$ cat src/rtl/ahb_dec5_pkg.sv
// Shared AHB-Lite codes and default-slave types for the 5-region decoder.
package ahb_pkg;

  localparam int NSLV = 5;

  typedef enum logic [1:0] {
    HT_IDLE   = 2'b00,
    HT_BUSY   = 2'b01,
    HT_NONSEQ = 2'b10,
    HT_SEQ    = 2'b11
  } htrans_e;

  typedef enum logic {
    HR_OKAY  = 1'b0,
    HR_ERROR = 1'b1
  } hresp_e;

  typedef enum logic [1:0] {
    DS_OKAY = 2'b00,
    DS_ERR1 = 2'b01,
    DS_ERR2 = 2'b10
  } ds_state_e;

  typedef struct packed {
    logic   hreadyout;
    hresp_e hresp;
  } ds_rsp_t;

  // NONSEQ/SEQ carry a real transfer; IDLE/BUSY must get a zero-wait OKAY
  function automatic logic is_active(input logic [1:0] t);
    return (t == HT_NONSEQ) || (t == HT_SEQ);
  endfunction

endpackage

$ cat src/rtl/ahb_dec5_if.sv
// Address-bus inputs and select/default-slave outputs of the 5-region decoder.
interface ahb_dec5_if #(parameter int AW = 32);
  logic [AW-1:0] haddr;
  logic [1:0]    htrans;
  logic          hready;
  logic          hsel0, hsel1, hsel2, hsel3, hsel4;
  logic          dsel0, dsel1, dsel2, dsel3, dsel4;
  logic          dsel_dflt;
  logic          dflt_hreadyout;
  logic          dflt_hresp;

  modport master (
    output haddr, htrans, hready,
    input  hsel0, hsel1, hsel2, hsel3, hsel4,
    input  dsel0, dsel1, dsel2, dsel3, dsel4, dsel_dflt,
    input  dflt_hreadyout, dflt_hresp
  );

  modport slave (
    input  haddr, htrans, hready,
    output hsel0, hsel1, hsel2, hsel3, hsel4,
    output dsel0, dsel1, dsel2, dsel3, dsel4, dsel_dflt,
    output dflt_hreadyout, dflt_hresp
  );
endinterface

$ cat src/rtl/ahb_default_slave.sv
// Default slave: two-cycle ERROR for unmapped active transfers.
// Optional error counter enabled by AHB_DEC_ERR_CNT_EN.
module ahb_default_slave
  import ahb_pkg::*;
(
  input  logic        hclk,
  input  logic        hrst,
  input  logic        hready,
  input  logic [1:0]  htrans,
  input  logic        unmapped,
  output logic        hreadyout,
  output logic        hresp
`ifdef AHB_DEC_ERR_CNT_EN
  ,
  output logic [15:0] err_cnt
`endif
);

  ds_state_e st, st_nxt;
  ds_rsp_t   rsp;
  logic      err_start;

  assign err_start = hready & is_active(htrans) & unmapped;

  always_ff @(posedge hclk or posedge hrst) begin
    if (hrst) st <= DS_OKAY;
    else      st <= st_nxt;
  end

  always_comb begin
    st_nxt = st;
    rsp    = '{hreadyout: 1'b1, hresp: HR_OKAY};
    case (st)
      DS_OKAY: if (err_start) st_nxt = DS_ERR1;
      DS_ERR1: begin
        rsp    = '{hreadyout: 1'b0, hresp: HR_ERROR};
        st_nxt = DS_ERR2;
      end
      // a new unmapped transfer accepted here chains straight into ERR1
      DS_ERR2: begin
        rsp    = '{hreadyout: 1'b1, hresp: HR_ERROR};
        st_nxt = err_start ? DS_ERR1 : DS_OKAY;
      end
      default: st_nxt = DS_OKAY;
    endcase
  end

  assign hreadyout = rsp.hreadyout;
  assign hresp     = rsp.hresp;

`ifdef AHB_DEC_ERR_CNT_EN
  always_ff @(posedge hclk or posedge hrst) begin
    if (hrst)
      err_cnt <= '0;
    else if (err_start && (st != DS_ERR1) && (err_cnt != 16'hFFFF))
      err_cnt <= err_cnt + 16'd1;
  end
`endif

endmodule

$ cat src/rtl/ahb_dec5.sv
// 5-region AHB-Lite address decoder with data-phase select register and
// built-in default slave. Optional AHB_DEC_ERR_CNT_EN adds err_cnt.
module ahb_dec5
  import ahb_pkg::*;
#(
  parameter int          AW      = 32,
  parameter logic [AW-1:0] S0_BASE = 32'h0000_0000,
  parameter logic [AW-1:0] S0_MASK = 32'hF000_0000,
  parameter logic [AW-1:0] S1_BASE = 32'h1000_0000,
  parameter logic [AW-1:0] S1_MASK = 32'hF000_0000,
  parameter logic [AW-1:0] S2_BASE = 32'h2000_0000,
  parameter logic [AW-1:0] S2_MASK = 32'hF000_0000,
  parameter logic [AW-1:0] S3_BASE = 32'h4000_0000,
  parameter logic [AW-1:0] S3_MASK = 32'hF000_0000,
  parameter logic [AW-1:0] S4_BASE = 32'h8000_0000,
  parameter logic [AW-1:0] S4_MASK = 32'hF000_0000
)(
  input  logic        hclk,
  input  logic        hrst,
  ahb_dec5_if.slave   bus
`ifdef AHB_DEC_ERR_CNT_EN
  ,
  output logic [15:0] err_cnt
`endif
);

  // {dsel_dflt, dsel4..dsel0}; default slave owns the data phase out of reset
  localparam logic [NSLV:0] DSEL_RST = {1'b1, {NSLV{1'b0}}};

  logic [NSLV-1:0][AW-1:0] base, mask;
  logic [NSLV-1:0]         m, hsel;
  logic [NSLV:0]           dsel_q;
  logic                    unmapped;

  assign base = {S4_BASE, S3_BASE, S2_BASE, S1_BASE, S0_BASE};
  assign mask = {S4_MASK, S3_MASK, S2_MASK, S1_MASK, S0_MASK};

  genvar i;
  generate
    for (i = 0; i < NSLV; i++) begin : g_rgn
      assign m[i] = ((bus.haddr & mask[i]) == base[i]);
      // lowest index wins on overlapping regions
      if (i == 0) begin : g_first
        assign hsel[i] = m[i];
      end else begin : g_rest
        assign hsel[i] = m[i] & ~(|m[i-1:0]);
      end
    end
  endgenerate

  assign unmapped = ~(|m);

  always_ff @(posedge hclk or posedge hrst) begin
    if (hrst)            dsel_q <= DSEL_RST;
    else if (bus.hready) dsel_q <= {unmapped, hsel};
  end

  assign bus.hsel0     = hsel[0];
  assign bus.hsel1     = hsel[1];
  assign bus.hsel2     = hsel[2];
  assign bus.hsel3     = hsel[3];
  assign bus.hsel4     = hsel[4];
  assign bus.dsel0     = dsel_q[0];
  assign bus.dsel1     = dsel_q[1];
  assign bus.dsel2     = dsel_q[2];
  assign bus.dsel3     = dsel_q[3];
  assign bus.dsel4     = dsel_q[4];
  assign bus.dsel_dflt = dsel_q[NSLV];

  ahb_default_slave u_dflt (
    .hclk      (hclk),
    .hrst      (hrst),
    .hready    (bus.hready),
    .htrans    (bus.htrans),
    .unmapped  (unmapped),
    .hreadyout (bus.dflt_hreadyout),
    .hresp     (bus.dflt_hresp)
`ifdef AHB_DEC_ERR_CNT_EN
    ,
    .err_cnt   (err_cnt)
`endif
  );

endmodule

$ cat src/flat_wrapper.sv
// flat-port wrapper written by rule: the top's interface ports become plain ports
module ahb_dec5_flat import ahb_pkg::*;
#(
  parameter int          AW      = 32,
  parameter logic [AW-1:0] S0_BASE = 32'h0000_0000,
  parameter logic [AW-1:0] S0_MASK = 32'hF000_0000,
  parameter logic [AW-1:0] S1_BASE = 32'h1000_0000,
  parameter logic [AW-1:0] S1_MASK = 32'hF000_0000,
  parameter logic [AW-1:0] S2_BASE = 32'h2000_0000,
  parameter logic [AW-1:0] S2_MASK = 32'hF000_0000,
  parameter logic [AW-1:0] S3_BASE = 32'h4000_0000,
  parameter logic [AW-1:0] S3_MASK = 32'hF000_0000,
  parameter logic [AW-1:0] S4_BASE = 32'h8000_0000,
  parameter logic [AW-1:0] S4_MASK = 32'hF000_0000
)
  (hclk, hrst, bus_haddr, bus_htrans, bus_hready, bus_hsel0, bus_hsel1, bus_hsel2, bus_hsel3, bus_hsel4, bus_dsel0, bus_dsel1, bus_dsel2, bus_dsel3, bus_dsel4, bus_dsel_dflt, bus_dflt_hreadyout, bus_dflt_hresp);
  ahb_dec5_if #(.AW(AW)) bus_i ();
  input  logic hclk;
  input  logic hrst;
  input wire logic [$bits(bus_i.haddr)-1:0] bus_haddr;
  input wire logic [$bits(bus_i.htrans)-1:0] bus_htrans;
  input wire logic [$bits(bus_i.hready)-1:0] bus_hready;
  output wire logic [$bits(bus_i.hsel0)-1:0] bus_hsel0;
  output wire logic [$bits(bus_i.hsel1)-1:0] bus_hsel1;
  output wire logic [$bits(bus_i.hsel2)-1:0] bus_hsel2;
  output wire logic [$bits(bus_i.hsel3)-1:0] bus_hsel3;
  output wire logic [$bits(bus_i.hsel4)-1:0] bus_hsel4;
  output wire logic [$bits(bus_i.dsel0)-1:0] bus_dsel0;
  output wire logic [$bits(bus_i.dsel1)-1:0] bus_dsel1;
  output wire logic [$bits(bus_i.dsel2)-1:0] bus_dsel2;
  output wire logic [$bits(bus_i.dsel3)-1:0] bus_dsel3;
  output wire logic [$bits(bus_i.dsel4)-1:0] bus_dsel4;
  output wire logic [$bits(bus_i.dsel_dflt)-1:0] bus_dsel_dflt;
  output wire logic [$bits(bus_i.dflt_hreadyout)-1:0] bus_dflt_hreadyout;
  output wire logic [$bits(bus_i.dflt_hresp)-1:0] bus_dflt_hresp;
  assign bus_i.haddr = bus_haddr;
  assign bus_i.htrans = bus_htrans;
  assign bus_i.hready = bus_hready;
  assign bus_hsel0 = bus_i.hsel0;
  assign bus_hsel1 = bus_i.hsel1;
  assign bus_hsel2 = bus_i.hsel2;
  assign bus_hsel3 = bus_i.hsel3;
  assign bus_hsel4 = bus_i.hsel4;
  assign bus_dsel0 = bus_i.dsel0;
  assign bus_dsel1 = bus_i.dsel1;
  assign bus_dsel2 = bus_i.dsel2;
  assign bus_dsel3 = bus_i.dsel3;
  assign bus_dsel4 = bus_i.dsel4;
  assign bus_dsel_dflt = bus_i.dsel_dflt;
  assign bus_dflt_hreadyout = bus_i.dflt_hreadyout;
  assign bus_dflt_hresp = bus_i.dflt_hresp;
  ahb_dec5 #(.AW(AW), .S0_BASE(S0_BASE), .S0_MASK(S0_MASK), .S1_BASE(S1_BASE), .S1_MASK(S1_MASK), .S2_BASE(S2_BASE), .S2_MASK(S2_MASK), .S3_BASE(S3_BASE), .S3_MASK(S3_MASK), .S4_BASE(S4_BASE), .S4_MASK(S4_MASK)) u_core (.hclk(hclk), .hrst(hrst), .bus(bus_i));
endmodule
$ cat config.mk
export PLATFORM = sky130hd
export DESIGN_NAME = ahb_dec5_flat
export DESIGN_NICKNAME = d
export VERILOG_FILES = /design/src/rtl/ahb_dec5_pkg.sv /design/src/rtl/ahb_dec5_if.sv /design/src/rtl/ahb_default_slave.sv /design/src/rtl/ahb_dec5.sv /design/src/flat_wrapper.sv
export SDC_FILE = /design/constraint.sdc
export NUM_CORES = 1
export LEC_CHECK = 0
export ABC_CLOCK_PERIOD_IN_PS = 1100
export CORE_ASPECT_RATIO = 1.2
export CORE_MARGIN = 4
export CORE_UTILIZATION = 25
export DETAILED_ROUTE_END_ITERATION = 8
export PLACE_DENSITY_LB_ADDON = 0.12
export SLEW_MARGIN = 20
export SYNTH_ARGS = -nofsm -noshare
export SYNTH_HDL_FRONTEND = slang
export SYNTH_SLANG_ARGS = --single-unit
$ cat constraint.sdc
create_clock -name hclk -period 1.1 [get_ports hclk]
set_input_delay 0.165 -clock hclk [delete_from_list [all_inputs] [get_ports hclk]]
set_output_delay 0.165 -clock hclk [all_outputs]
set_load 0.005 [all_outputs]
==> Flow_metrics.wiki, run 1 <==
=== Synthesis and place and route ===
{| class="wikitable"
! Metric !! Value
|-
| Run status || finished, violations left
|-
| Violated checks || setup timing
|-
| Final standard cell area without fillers || around 950 um^2
|-
| Final layout net count || 117
|-
| RR Endpoint || u_core.u_dflt.st[0]
|-
| Relative area change from synthesis to final layout || 97.1%
|-
| Routed metal-1 wire length || about 550 um
|-
| Number of primary I/O pins || 50
|-
| Flip-flop and latch count after synthesis || 8
|-
| Crit-path max cell delay || 0.40 ns
|-
| Die y size || 56.1 um
|-
| Clock Root Buffer || clkbuf_4
|-
| Number of inverters outside the clock class in the layout || 4
|-
| Post-synth ARST share || 1.00
|-
| Total number of placement rows || 17
|-
| Tap Count || 19
|-
| Worst ir drop on vdd || 0.637 mV
|-
| Die extent in x || 48.1 um
|-
| Area of the mapped netlist || 482 um^2
|-
| Psw || 389 uW
|-
| Final clock-cell share || 0.0277
|-
| Average via count per standard cell || 4.83
|-
| Clkbuf count || 4
|-
| Lkg Pwr || 0.000436 uW
|-
| Dominant kind of combinational cell || multiplexers
|-
| Syn nets || 82
|-
| Biggest registers after layout || u_core.dsel_q x6, u_core.u_dflt.st x2
|-
| Biggest area contributors in the synthesized netlist || dfrtp_1 (36%), mux2_2 (14%), ha_1 (13%)
|-
| Met2 Wirelength || approximately 610 um
|-
| Maxcap violations || 0
|-
| Setup WS post-layout || -0.131 ns
|-
| Start point of the critical path || u_core.u_dflt.st[0]
|-
| Flip-flop count of the largest register, all copies and words added || 6
|-
| Max Used Layer || met4
|-
| Input/output buffers || 20
|-
| Busiest layer in global routing || met2
|-
| Sequential share of cell area || 0.212
|-
| Number of buffers added for setup after CTS || 0
|-
| Crit path max fanout || 3
|-
| Iter 0 DRT Violations || 0
|-
| Worst EP required || 0.94 ns
|-
| Worst Setup End Kind || output port
|-
| Placed Cells incl. Taps || 89
|-
| Number of flops mapped to enable cells by yosys || 0
|-
| Final number of max-transition violations || 0
|-
| Global Route met2 Usage || 0.147
|-
| Diodes inserted || 0
|-
| Final routed wirelength across all metal layers || 1270 um
|-
| TritonCTS Buffers || 3
|-
| Multi-input combinational gate total || 27
|-
| CTS Hold Buffers Added || 0
|-
| Slew @ Worst Pin || 0.369 ns
|-
| Number of inserted filler cells in the final layout || 179
|-
| Count of plain and timing-repair buffers in the layout || 31
|-
| Clock Skews || 0.0000685 ns
|-
| Worst Path Buf+Inv || 2
|-
| Category of the critical setup timing path || reg -> out
|-
| Seq group || approximately 370 uW
|-
| Accumulated negative setup slack || -0.356 ns
|-
| HPWL after detailed placement || 945 um
|-
| # setup viols final || 4
|-
| Multiplexer share || 0.164
|-
| Cell chain of the critical path || inv_2 -> ha_4 -> buf_6
|-
| Post-Place Worst Slack || -0.882 ns
|-
| Area share of fa/ha/maj cells after synthesis || 0.130
|-
| Worst-case hold slack || 0.147 ns
|-
| Xor/xnor share || 0
|}
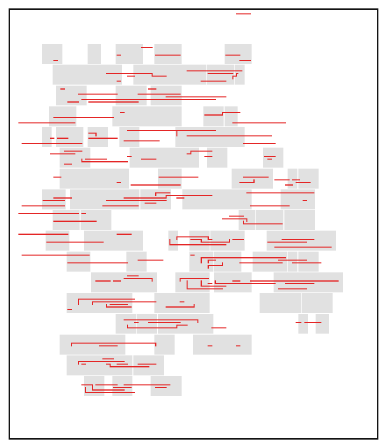
Fig. 1. M1 wires (run 1).
main direction = horizontal
nets with wire on the layer = 74
wire length on this layer = 545 um
share of all routed wire = 43%

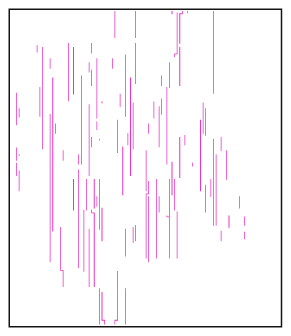
Fig. 2. Metal 2 (run 1).
wire length on this layer = 612 um
nets with wire on the layer = 75
main direction = vertical
longest straight run = 27.2 um

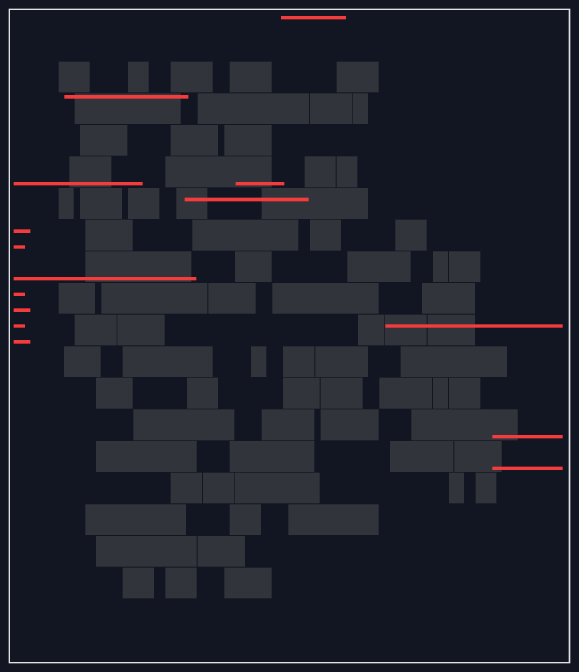
Fig. 3. Signal wires on met3 (run 1).
longest straight run = 15.4 um
main direction = horizontal
nets with wire on the layer = 13
share of all routed wire = 7.0%

Fig. 4: run 1, where the registers sit
Scale bar: 10 um. Other cells in grey.
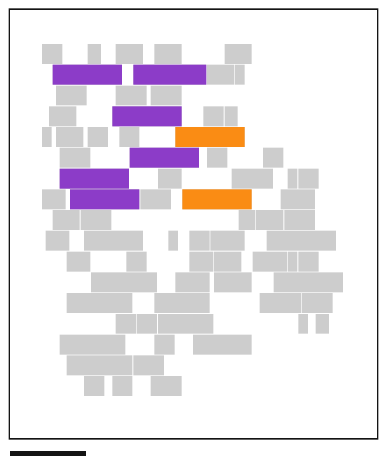

==> run 2, diff against run 1 <==
--- a/config.mk
+++ b/config.mk
@@ -14,4 +14,5 @@
 export SLEW_MARGIN = 20
 export SYNTH_ARGS = -nofsm -noshare
 export SYNTH_HDL_FRONTEND = slang
+export SYNTH_HIERARCHICAL = 1
 export SYNTH_SLANG_ARGS = --single-unit
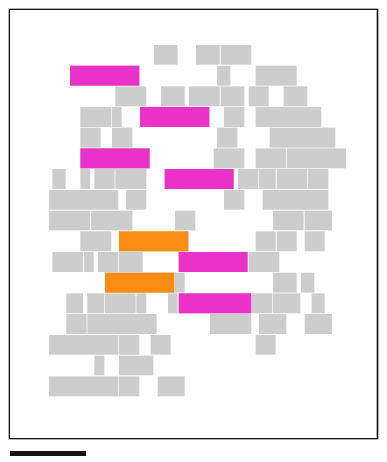
Fig. 5. Where the registers sit (run 2).
Scale bar: 10 um. Other cells in grey.
u_core/dsel_q -> magenta  # placed flops 6
u_core/u_dflt/st -> orange  # placed flops 2

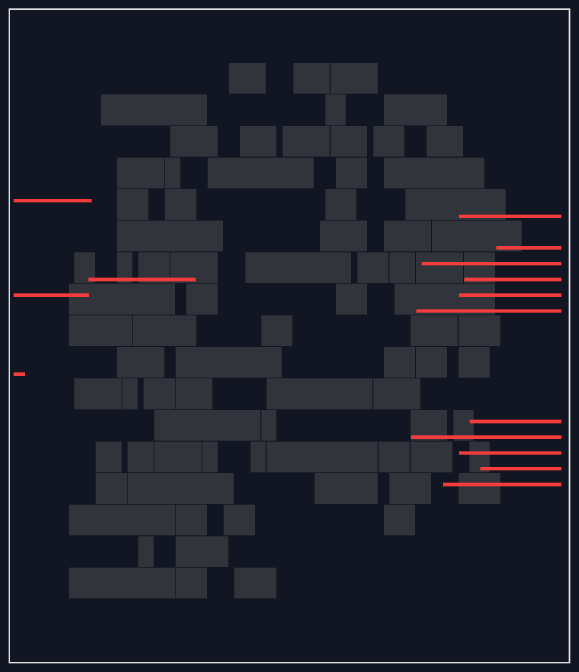
Fig. 6. Signal wires on met3 (run 2).
wire length on this layer = 122 um
share of all routed wire = 9.5%
longest straight run = 12.7 um
main direction = horizontal

==> run 2 against run 1 <==
Against the previous run: the run still ends with setup timing left; sequential cell count unchanged; cell count increased by 7.5%; utilization increased by 0.55 points; routed wire length increased by 1.7%; synthesized area increased by 0.52%; count of clock-buffer cells in the layout unchanged; die size increased by 0.44%; power increased by 16%; sequential share of layout area decreased by 0.46 points; critical path type unchanged.
==> Flow_metrics.wiki, run 2 <==
=== Synthesis and place and route ===
{| class="wikitable"
! Metric !! Value
|-
| Clock Root Buffer || clkbuf_4
|-
| TritonCTS Buffers || 3
|-
| Flip-flop and latch count after synthesis || 8
|-
| Slew @ Worst Pin || roughly 0.23 ns
|-
| Iter 0 DRT Violations || 2
|-
| Die extent in x || approximately 48 um
|-
| Area share of fa/ha/maj cells after synthesis || 0.152
|-
| Worst EP required || 0.94 ns
|-
| Multiplexer share || 0.178
|-
| Number of buffers added for setup after CTS || 8
|-
| Worst Path Buf+Inv || 3
|-
| Number of inserted filler cells in the final layout || 177
|-
| Psw || about 470 uW
|-
| RR Endpoint || u_core/u_dflt/st[0]
|-
| Violated checks || setup timing
|-
| Lkg Pwr || 0.000475 uW
|-
| Number of inverters outside the clock class in the layout || 7
|-
| Max Used Layer || met4
|-
| Biggest area contributors in the synthesized netlist || dfrtp_1 (36%), ha_1 (13%), mux2_2 (12%)
|-
| Setup WS post-layout || -0.190 ns
|-
| Die y size || 56.2 um
|-
| Placed Cells incl. Taps || between 80 and 90
|-
| Total number of placement rows || 17
|-
| Number of flops mapped to enable cells by yosys || 0
|-
| # setup viols final || 4
|-
| Routed metal-1 wire length || between 400 and 500 um
|-
| Final layout net count || 124
|-
| Relative area change from synthesis to final layout || 101%
|-
| Final standard cell area without fillers || 971 um^2
|-
| Met2 Wirelength || approximately 700 um
|-
| Xor/xnor share || 0
|-
| HPWL after detailed placement || a little under 900 um
|-
| Worst Setup End Kind || output port
|-
| Post-synth ARST share || 1.00
|-
| Cell chain of the critical path || buf_6 -> inv_4 -> ha_4 -> buf_6
|-
| Flip-flop count of the largest register, all copies and words added || 6
|-
| Worst ir drop on vdd || 1.15 mV
|-
| Count of plain and timing-repair buffers in the layout || 38
|-
| Run status || finished, violations left
|-
| Start point of the critical path || u_core/u_dflt/st[0]
|}
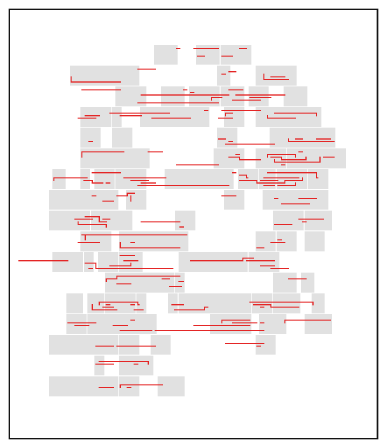
Fig. 7. M1 wires (run 2).
main direction = horizontal
longest straight run = 14.3 um
nets with wire on the layer = 74

Power is estimated from default activity; no workload was simulated.
